==> run_1/clk_routes.png <==
Scale: 4 px per µm.
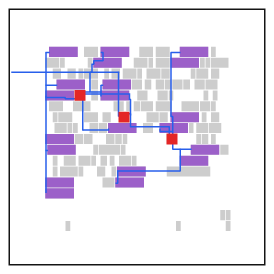
==> run_1/placement.png <==
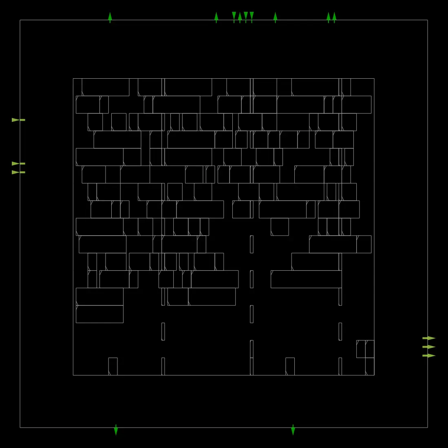
==> run_1/io_fan.png <==
Scale: 8 px per µm.
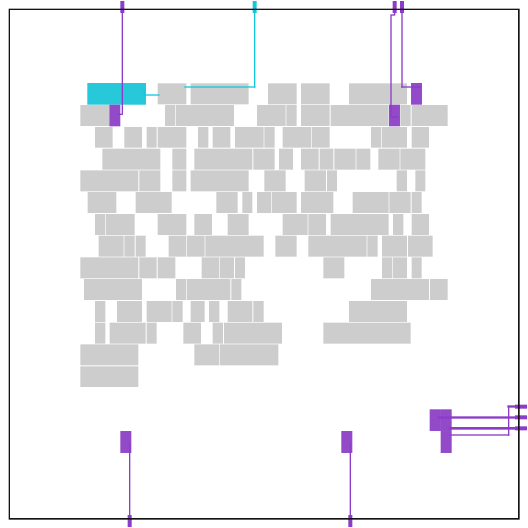
===== config.mk =====
export PLATFORM = sky130hd
export DESIGN_NAME = gate_interlock
export DESIGN_NICKNAME = d
export VERILOG_FILES = /design/src/rtl/gate_interlock.sv
export SDC_FILE = /design/constraint.sdc
export NUM_CORES = 1
export LEC_CHECK = 0
export CORE_MARGIN = 8
export CORE_UTILIZATION = 45
export CTS_BUF_LIST = sky130_fd_sc_hd__clkbuf_4 sky130_fd_sc_hd__clkbuf_8
export DETAILED_ROUTE_END_ITERATION = 7
export GPL_ROUTABILITY_DRIVEN = 1
export PLACE_DENSITY = 0.77
export SYNTH_ARGS = -nofsm -noshare
export SYNTH_HDL_FRONTEND = slang
export SYNTH_SLANG_ARGS = --single-unit
export TNS_END_PERCENT = 1

===== constraint.sdc =====
create_clock -name clk -period 4.4 [get_ports clk]
set_input_delay 0.66 -clock clk [delete_from_list [all_inputs] [get_ports clk]]
set_output_delay 0.66 -clock clk [all_outputs]
set_load 0.02 [all_outputs]

===== src/rtl/gate_interlock.sv =====
// rtl/gate_interlock.sv - half-bridge gate interlock with dead time, desat blanking and fault latch
// Optional overlap-event counter enabled by defining GATE_OVL_CNT_EN.
module gate_interlock #(
    parameter int DEADTIME = 40,
    parameter int BLANK    = 80
) (
    input  logic       clk,
    input  logic       rst,
    input  logic       k1_in,
    input  logic       k2_in,
    input  logic       desat,
    input  logic       flt_clr,
    output logic       gh,
    output logic       gl,
    output logic       fault,
    output logic [7:0] ovl_cnt
);

    localparam int DTW = (DEADTIME < 1) ? 1 : $clog2(DEADTIME + 1);
    localparam int BW  = (BLANK < 1) ? 1 : $clog2(BLANK + 1);

    typedef enum logic [1:0] {
        S_OFF   = 2'd0,
        S_H_ON  = 2'd1,
        S_L_ON  = 2'd2,
        S_FAULT = 2'd3
    } state_t;

    state_t           state_q, state_d;
    logic [DTW-1:0]   dt_cnt_q, dt_cnt_d;
    logic [BW-1:0]    blank_cnt_q, blank_cnt_d;
    logic             desat_m_q, desat_m_d;
    logic             desat_s_q, desat_s_d;
    logic             gh_q, gh_d;
    logic             gl_q, gl_d;
    logic             fault_q, fault_d;
    logic             dt_done;
    logic             blank_done;

    assign dt_done    = (dt_cnt_q == DTW'(DEADTIME));
    assign blank_done = (blank_cnt_q == BW'(BLANK));

    always_ff @(posedge clk) begin
        if (rst) begin
            state_q     <= S_OFF;
            dt_cnt_q    <= '0;
            blank_cnt_q <= '0;
            desat_m_q   <= 1'b0;
            desat_s_q   <= 1'b0;
            gh_q        <= 1'b0;
            gl_q        <= 1'b0;
            fault_q     <= 1'b0;
        end else begin
            state_q     <= state_d;
            dt_cnt_q    <= dt_cnt_d;
            blank_cnt_q <= blank_cnt_d;
            desat_m_q   <= desat_m_d;
            desat_s_q   <= desat_s_d;
            gh_q        <= gh_d;
            gl_q        <= gl_d;
            fault_q     <= fault_d;
        end
    end

    // Desat is only acted on once blanking has expired; fault wins over a normal exit.
    always_comb begin
        state_d = state_q;
        case (state_q)
            S_OFF: begin
                if (dt_done && k1_in && !k2_in) begin
                    state_d = S_H_ON;
                end else if (dt_done && k2_in && !k1_in) begin
                    state_d = S_L_ON;
                end
            end
            S_H_ON: begin
                if (blank_done && desat_s_q) begin
                    state_d = S_FAULT;
                end else if (!k1_in || k2_in) begin
                    state_d = S_OFF;
                end
            end
            S_L_ON: begin
                if (!k2_in || k1_in) begin
                    state_d = S_OFF;
                end
            end
            default: begin
                if (flt_clr && !k1_in && !k2_in) begin
                    state_d = S_OFF;
                end
            end
        endcase
    end

    always_comb begin
        desat_m_d   = desat;
        desat_s_d   = desat_m_q;
        dt_cnt_d    = dt_cnt_q;
        blank_cnt_d = blank_cnt_q;
        if (state_d == S_OFF && state_q != S_OFF) begin
            dt_cnt_d = '0;
        end else if (state_q == S_OFF && !dt_done) begin
            dt_cnt_d = dt_cnt_q + DTW'(1);
        end
        if (state_d == S_H_ON && state_q != S_H_ON) begin
            blank_cnt_d = '0;
        end else if (state_q == S_H_ON && !blank_done) begin
            blank_cnt_d = blank_cnt_q + BW'(1);
        end
    end

    // Outputs are registered from the next state so they track the state register exactly.
    always_comb begin
        gh_d    = (state_d == S_H_ON);
        gl_d    = (state_d == S_L_ON);
        fault_d = (state_d == S_FAULT);
    end

    assign gh    = gh_q;
    assign gl    = gl_q;
    assign fault = fault_q;

`ifdef GATE_OVL_CNT_EN
    logic       ovl_prev_q, ovl_prev_d;
    logic [7:0] ovl_cnt_q, ovl_cnt_d;

    always_comb begin
        ovl_prev_d = k1_in & k2_in;
        ovl_cnt_d  = ovl_cnt_q;
        if (ovl_prev_d && !ovl_prev_q && ovl_cnt_q != 8'hFF) begin
            ovl_cnt_d = ovl_cnt_q + 8'd1;
        end
    end

    always_ff @(posedge clk) begin
        if (rst) begin
            ovl_prev_q <= 1'b0;
            ovl_cnt_q  <= 8'd0;
        end else begin
            ovl_prev_q <= ovl_prev_d;
            ovl_cnt_q  <= ovl_cnt_d;
        end
    end

    assign ovl_cnt = ovl_cnt_q;
`else
    assign ovl_cnt = 8'd0;
`endif

endmodule


==> flow_summary_export.csv, run 1 <==
group,metric,value,unit
outcome,outcome,"finished, final reports clean",
grt,grt-ovfl-total,0,
flow_run,warning_count,28,
drt,wl_met3,85,µm
floorplanning,die_x,63.5,µm
critical_path,cp.required,3740,ps
final_layout,logic_gates,85,
final_layout,drive_gt1_share,8.94,%
final_layout,n_clock_buffer,3,
final_layout,reg_top3,"blank_cnt_q (7), dt_cnt_q (6), state_q (2)",
final_layout,lay_top_cells,"dfxtp_1 (20), nor2_1 (15), nand2_1 (8), conb_1 (8), clkdlybuf4s50_1 (8)",
drt,drc,0,
logic_synthesis,synth-simple-area-share,26.1,%
final_layout,largest-register,"blank_cnt_q",
clock_tree,cts_max_path_buffers,2,
critical_path,critPathCaptureType,"primary output",
sta,max_freq,531,MHz
sta,drv_slew,0,
power,seqPwrFrac,52.2,%
drt,routed-wl-met2,887,µm
grt,grt_use_total,9.71,%
clock_tree,cts_tree,"built",
final_layout,area_growth,10.7,%
drt,drtAntennaViolNets,0,
final_layout,final_area,1120,µm²
sta,finalCriticalPeriod,1880,ps
placement,port_buffers,8,
power,p_switching,0.0717,mW
logic_synthesis,synth-cells-yosys,116,
logic_synthesis,ys_sh_mux,0.985,%
logic_synthesis,yosysUniqueCellTypes,37,
final_layout,final-comb-area,534,µm²
logic_synthesis,yosys_warnings,0,
power,p_int,0.287,mW
sta,min_period_over_period,42.8,%
sta,final.setup.tns,0,ps
Notes on clk_routes.png above:
[clock wires] blue | length: 223 µm
[flip-flops] purple | count: 20
[clock drivers] red | count: 3
routed clock nets: 4

Notes on placement.png above:
FFs & Latches: 20
Final Non-Filler Cells: 151
Site Rows: 17
Core Footprint: 2170 µm²

Notes on io_fan.png above:
| port | colour | bits | direction | edge | end cells | buffers | wire |
|---|---|---|---|---|---|---|---|
| ovl_cnt | purple | 8 | output | 3 right, 3 top, 2 bottom | 8 | 0 | 86.9 µm |
| fault | cyan | 1 | output | top | 1 | 1 | 20.6 µm |

==> run_1/placement_by_type.png <==
Scale: 4 px per µm.
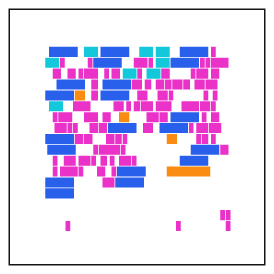

--- run 2 (diff from run 1) ---
PLACE_DENSITY = 0.8   (was 0.77)
clock period = 1.67 ns   (was 4.4 ns; I/O delays follow)
==> run_2/placement_by_type.png <==
Scale: 4 px per µm.
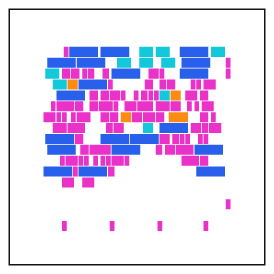
| class | colour | cells | share of their area |
|---|---|---|---|
| sequential cells | blue | 20 | 37% |
| remaining buffers and delay cells | cyan | 10 | 8.7% |
| combinational and other logic | magenta | 91 | 51% |
| clock drivers and dummy loads | orange | 4 | 3.3% |

==> run_2/io_fan.png <==
Scale: 8 px per µm.
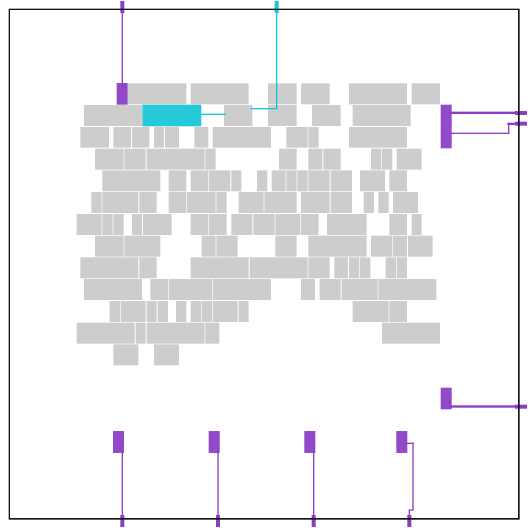
| port | colour | bits | direction | edge | end cells | buffers | wire |
|---|---|---|---|---|---|---|---|
| ovl_cnt | purple | 8 | output | 4 bottom, 3 right, 1 top | 8 | 0 | 73.6 µm |
| fault | cyan | 1 | output | top | 1 | 1 | 19.2 µm |

==> run 2 against run 1 <==
Compared with the run above:
- synthesized cell count did not move
- critical path type is now reg -> reg
- critical endpoint is now dt_cnt_q[0]$_SDFFE_PP0P_
- highest routed layer unchanged
- critical path depth rose by 4
- flip-flop count did not move
- largest power group unchanged
==> flow_summary_export.csv, run 2 <==
group,metric,value,unit
drt,drtAntennaViolNets,0,
final_layout,lay_top_cells,"dfxtp_1 (20), nor2_1 (15), nand2_1 (8), conb_1 (8), clkdlybuf4s50_1 (8)",
floorplanning,die_x,63.5,µm
drt,drc,0,
sta,min_period_over_period,95.5,%
critical_path,cp.required,1910,ps
final_layout,reg_top3,"blank_cnt_q (7), dt_cnt_q (6), state_q (2)",
clock_tree,cts_max_path_buffers,2,
power,p_switching,0.186,mW
flow_run,maxCapViolations,0,
final_layout,largest-register,"blank_cnt_q",
sta,drv_slew,0,
sta,finalCriticalPeriod,1600,ps
power,seqPwrFrac,59.2,%
logic_synthesis,synth-simple-area-share,26.1,%
outcome,outcome,"finished, final reports clean",
floorplanning,die_h,63.5,µm
final_layout,n_all_inverters,6,
sta,max_freq,627,MHz
flow_run,warning_count,28,
final_layout,drive_gt1_share,10.4,%
power,top_power_group,"sequential cells",
final_layout,final-comb-area,534,µm²
critical_path,critPathCaptureType,"flop",
final_layout,final_cells,153,
logic_synthesis,yosysUniqueCellTypes,37,
drt,routed-wl-met2,908,µm
critical_path,crit_family,"simple AND/OR/NAND/NOR gates",
clock_tree,cts_tree,"built",
grt,gr-usage-met3,4.24,%
logic_synthesis,ys_sh_mux,0.985,%
drt,wl_met3,90,µm
floorplanning,num_rows,17,
final_layout,n_clock_buffer,4,
floorplanning,core_area,2170,µm²
sta,final.setup.tns,0,ps
final_layout,final_area,1120,µm²
==> run_2/flops_by_reg.png <==
Scale: 4 px per µm. Other sequential cells in the stronger grey, the rest of the logic in the fainter grey.
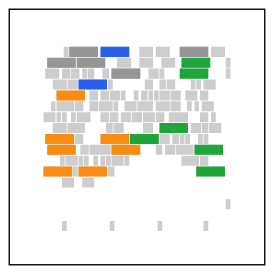

--- run 3 (diff from run 2) ---
PLACE_DENSITY = 0.74   (was 0.8)
==> run_3/flops_by_reg.png <==
Scale: 4 px per µm. Other sequential cells in the stronger grey, the rest of the logic in the fainter grey.
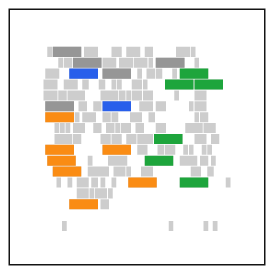
| signal | colour | placed flops |
|---|---|---|
| blank_cnt_q | orange | 7 |
| state_q | blue | 2 |
| dt_cnt_q | green | 6 |
not coloured: 5

==> run 3 against run 2 <==
Compared with the run above:
- critical path depth stayed put
- worst hold slack better by 11 ps
- cell count stayed put
- synthesized area stayed put
- flip-flop count stayed put
- global-route usage is 1.0 points higher
- synthesized cell count stayed put
- die size stayed put
- sequential power hardly changed
- total power is 0.72% higher
- sequential share of layout area is 0.20 points lower
- critical endpoint unchanged
- largest cell class unchanged
- highest routed layer unchanged
==> flow_summary_export.csv, run 3 <==
group,metric,value,unit
outcome,outcome,"finished, final reports clean",
logic_synthesis,yosys_area,1020,µm²
clock_tree,cts_tree,"built",
sta,max_freq,647,MHz
critical_path,critPathCaptureType,"flop",
power,seq_power,0.493,mW
power,power_leakage,0.456,nW
logic_synthesis,top_area_share,39.4,%
power,seqPwrFrac,58.8,%
power,peakVddDrop,0.000433,V
floorplanning,die_h,63.5,µm
grt,antenna_found_initial,0,
sta,finalCriticalPeriod,1550,ps
final_layout,ff_count,20,
drt,wl_met1,835,µm
clock_tree,cts_max_path_buffers,2,
clock_tree,cts_resized,0,
floorplanning,die_x,63.5,µm
sta,drv_slew,0,
power,power_frac_comb,8.0,%
grt,gr-usage-met1,10.7,%
logic_synthesis,synth.largest_area_cell,"dfxtp_1",
sta,finalClockSkew,4.46,ps
grt,gr-usage-met3,3.36,%
flow_run,maxCapViolations,0,
logic_synthesis,ys_seq_elements,20,
placement,place_area,1090,µm²
final_layout,lay_top_cells,"dfxtp_1 (20), nor2_1 (15), nand2_1 (8), conb_1 (8), clkdlybuf4s50_1 (8)",
sta,fin_ws,123,ps
drt,wl_met3,82,µm
critical_path,crit_chain,"inv_1 > ha_1 > and4_1 > or4_4 > a21oi_2",
critical_path,cp.required,1910,ps
power,pg_comb,0.0669,mW
logic_synthesis,yosysUniqueCellTypes,37,
final_layout,clkCellAreaFrac,3.21,%
drt,routed-wl-met2,952,µm
floorplanning,initCoreUtil,46.8,%
sta,final.setup.tns,0,ps
final_layout,final_area,1130,µm²
drt,drt_iter0_drc,21,
final_layout,drive_gt1_share,11.2,%
power,top_power_group,"sequential cells",
logic_synthesis,yosysMostFrequentCell,"dfxtp_1",
power,p_switching,0.192,mW
clock_tree,cts_buffers,3,
sta,min_period_over_period,92.6,%
grt,grt-ovfl-total,0,
floorplanning,num_rows,17,
logic_synthesis,ys_seq_share,39.4,%
critical_path,crit_family,"simple AND/OR/NAND/NOR gates",
grt,grt_max_degree,12,
final_layout,reg_top3,"blank_cnt_q (7), dt_cnt_q (6), state_q (2)",
grt,gr-usage-met2,17.5,%
critical_path,crit_start,"dt_cnt_q[0]$_SDFFE_PP0P_",
floorplanning,core_area,2170,µm²
power,powerClk,0.279,mW
grt,first_global_vias,768,
power,p_int,0.646,mW
critical_path,worstPathMaxFanout,8,
final_layout,n_clock_buffer,4,
final_layout,largest-register,"blank_cnt_q",
placement,port_buffers,8,
logic_synthesis,synth-simple-area-share,26.1,%
drt,drc,0,
drt,firstDrtPassIters,4,
drt,drtAntennaViolNets,0,
logic_synthesis,yosys_warnings,0,
logic_synthesis,ys.flop_type,"dfxtp_1",
final_layout,largestClassByArea,"logic gates",
final_layout,n_all_inverters,6,
final_layout,final-comb-area,541,µm²
logic_synthesis,synth-cells-yosys,116,
logic_synthesis,ys_sh_mux,0.985,%
flow_run,warning_count,28,
final_layout,area_growth,11.2,%
final_layout,logic_gates,85,
grt,grt_use_total,10.1,%
==> run_3/placement.png <==
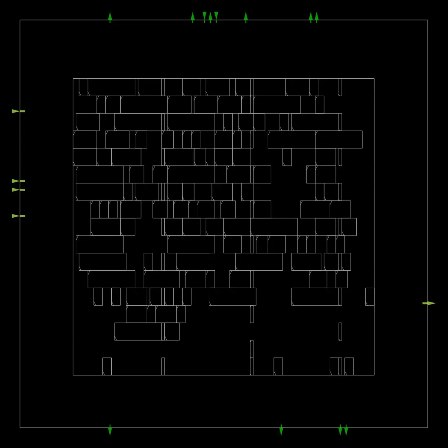
fill count: 221
Final Non-Filler Cells: 153
register share of the cell area: 35.4%
fin util: 52.1%
n_taps: 28

Power and IR drop assume default switching activity.
